Design actuator_driver_flat, sky130hd; sources not shown.
power_grid.png
Scale bar: 20 µm. Pins as bars on the die edge. Tap cells in gray.
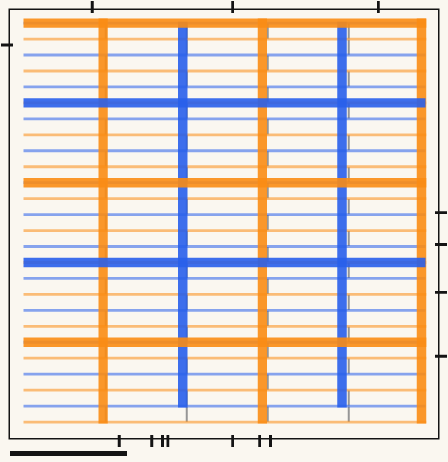
blue -> VDD
orange -> VSS
met1 rails = 26
signal pins = 15
met4 straps = 5
tap cells = 54
peak supply drop: 0.299 mV
Die Y: 73.0 µm
total core area: 0.00466 mm²

congestion.png
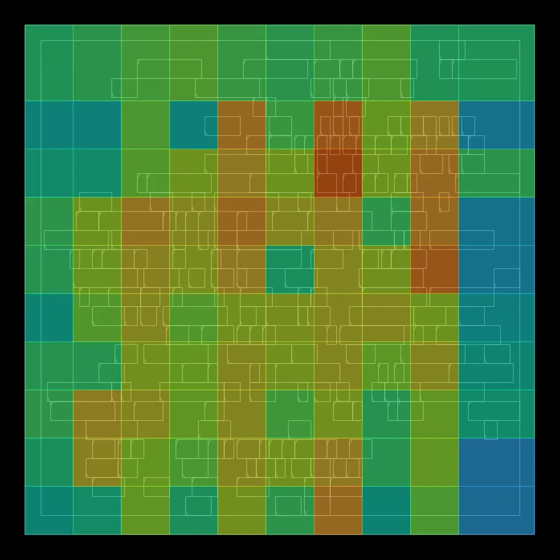
GRT met3 Usage: 0.0414
GRT Max-Usage Layer: met1
post-route core utilization: 0.470
met2 Track Usage GR: 0.205
met1 Use GR: 0.221

wires.png
Only two layers are drawn.
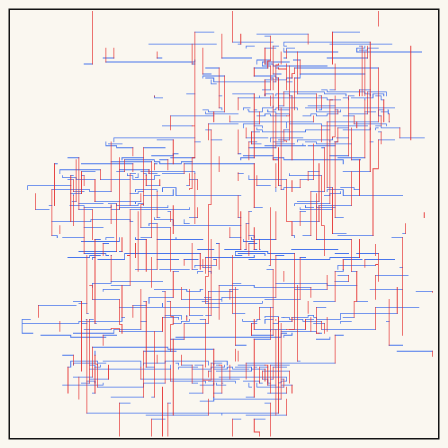
red -> metal 2  # wire length 1460 µm
blue -> metal 1  # wire length 1860 µm
final wirelength: 3460 µm
vias: 1385
Total Routing Usage GR: 0.146
WL/cell: 13.1 µm

flops_by_reg.png
Other sequential cells in the stronger gray, the rest of the logic in the fainter gray.
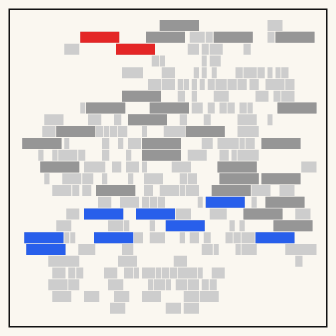
blue -> `u_core.bus.light_duty`  # flops 8
red -> `u_core.hsync_q`  # flops 2
sequential share of cell area: 0.388
seq pwr: 0.672 mW

detail.png
Window x 42 to 67, y 6 to 31 µm. Cells in gray, sequential cells in the stronger gray; small squares are vias.
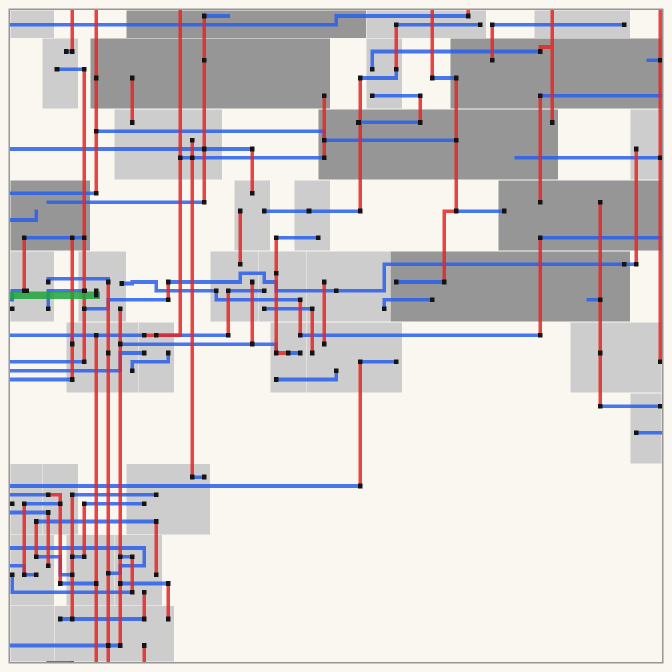
blue -> metal 1
red -> metal 2
green -> metal 3
cells with their middle in the window = 26
sequential cells in the window = 5
most frequent = dfrtp_1 (5), nor2_1 (3)

==> metrics.csv <==
metric;value;unit
outcome;finished, final reports clean;
area_delta_synth_final;15.2;%
edf_count;0;
cp_data_required_time;3560;ps
timing.setup.tns;0;ps
worstPathArrival;2820;ps
yosys_cells;191;
timing.fmax;0.376;GHz
rsz0062_at_grt;false;
syn_inst;191;
numSynthFlops;34;
tritoncts;built;
ios;15;
drc_errors;0;
critPathCaptureType;flop;
cts_sinks;34;
root_buffer;clkbuf_8;
antenna_found_initial;0;
yosysWarnings;0;
path_class;flop to flop;
p_clk_frac;0.175;
slew_violations;0;
grt_max_degree;33;
min_path_type;input pin to async pin;
final.setup_skew;3.20;ps
p_comb_frac;0.417;
worstPathMaxFanout;9;
clkTransAtPathRegs;60;ps
swShare;0.366;
fillers;438;
worstMarginPinSlew;715;ps
max-slew-margin-rel;0.520;
cts.htree.levels;2;
hold_buffers;0;
cts_setup_buffers;0;
ys_area;0.00190;mm²
diodes;0;
ant_nets;0;
final_cell_mix;34 x dfrtp_1, 21 x nor2_1, 18 x ha_1;
reg2regPathDepth;8;
warnings;27;
lay_top_count;dfrtp_1;
dp_cells;258;
dp_hpwl;2520;µm
layout.nets;234;
synthArstFlopShare;1.00;
drive_above_1_share;0.0571;
final_cells;264;
dieArea;0.00532;mm²
p_seq_frac;0.408;
ys.flop_type;dfrtp_1;
first_pass_iters;4;
finalCriticalPeriod;2660;ps
intPower;1.04;mW
fin_crit_sh;0.782;
start_kind;flop;
drt_iter0_drc;64;
regArea;851;µm²
p_sw;0.604;mW
clockBufferDepth;2;
vias_per_cell;5.25;
synth_seq_share;0.447;
clock_latency;280;ps
cts-buffers-inserted;5;
setup_viol;0;
syn_avg_cell_area;9.96;µm²
globalplace.congestion;0.810;
fp_util;0.408;
logic_area;986;µm²
rrSetupSlack;740;ps
post_cts_resized;0;
maxCapViolCount;0;
grt_pass1_wl;6020;µm
std_cell_rows;25;
hold_viol;0;
p_per_area;752;mW/mm²
synth_cell_types;32;
grt_pass1_vias;1279;
leakage;1.02;nW
io_buffers;14;
synthesis.area;0.00190;mm²
grt_overflow;0;
die_w;73.0;µm
-- logic make-up after synthesis --
group / Yosys count / synth area share
AND-OR/OR-AND: 41 / 0.131
XOR/XNOR: 15 / 0.0691
adder cells (fa/ha/maj): 19 / 0.129
buffers and inverters: 15 / 0.0342
flip-flops: 34 / 0.447
multiplexers: 8 / 0.0434
AND/OR/NAND/NOR: 59 / 0.146
-- stage by stage --
step / setup WS (ps) / hold slack (ps) / area [µm²] / power (mW) / utilization
after floorplan: 936 / 331 / 1890 / 1.11 / -
after global placement: 444 / 335 / 2090 / 1.36 / 0.449
after detailed placement: 368 / 337 / 2110 / 1.37 / 0.452
after CTS: 350 / 191 / 2190 / 1.67 / 0.470
after global routing: 476 / 190 / 2190 / 1.79 / 0.470
final: 740 / 197 / 2190 / 1.65 / 0.470
-- area by class of cell --
class / instances / share of cell area
Clock buffer: 6 / 0.0377
Sequential cell: 34 / 0.388
Tap cell: 54 / 0.0308
Multi-Input combinational cell: 142 / 0.450
Timing Repair Buffer: 15 / 0.0708
Inverter: 13 / 0.0223
-- worst max-delay path: stages, from the launching register on --
cell and delay (ps):
dfrtp_1 500, nand4_1 150, o21ai_1 590, ha_1 400, a21oi_1 230, o211ai_1 140
a21oi_1 190, xnor2_1 90, mux2_2 250
-- power by group through the flow --
stage / sequential [mW] / clock, mW / combinational (mW)
after floorplan: 0.646 / 0 / 0.461
after global placement: 0.677 / 0 / 0.679
after detailed placement: 0.680 / 0 / 0.694
after CTS: 0.675 / 0.298 / 0.698
after global routing: 0.700 / 0.311 / 0.780
final: 0.672 / 0.288 / 0.687
-- cell usage after synthesis (all sizes together) (3+ instances only) --
master,number,area (µm²)
a21o,4,31.3
a21oi,14,70.1
dfrtp,34,851
ha,18,225
inv,13,48.8
mux2i,6,60.1
nand2,11,41.3
nand2b,3,18.8
nand3,8,40.0
nor2,21,78.8
nor3,4,20.0
o21a,3,22.5
o21ai,11,55.1
o41ai,3,26.3
or4,3,22.5
xnor2,8,70.1
xor2,7,61.3
-- metal layers --
metal / GRT usage / vias up / routed length (µm)
met5: 0 / - / 0
met4: 0.0370 / 0 / 34
met3: 0.0414 / 5 / 99
met2: 0.205 / 13 / 1460
met1: 0.221 / 660 / 1860
li1: - / 707 / -
Power figures rest on the tool's default switching activity, not on a simulated workload.
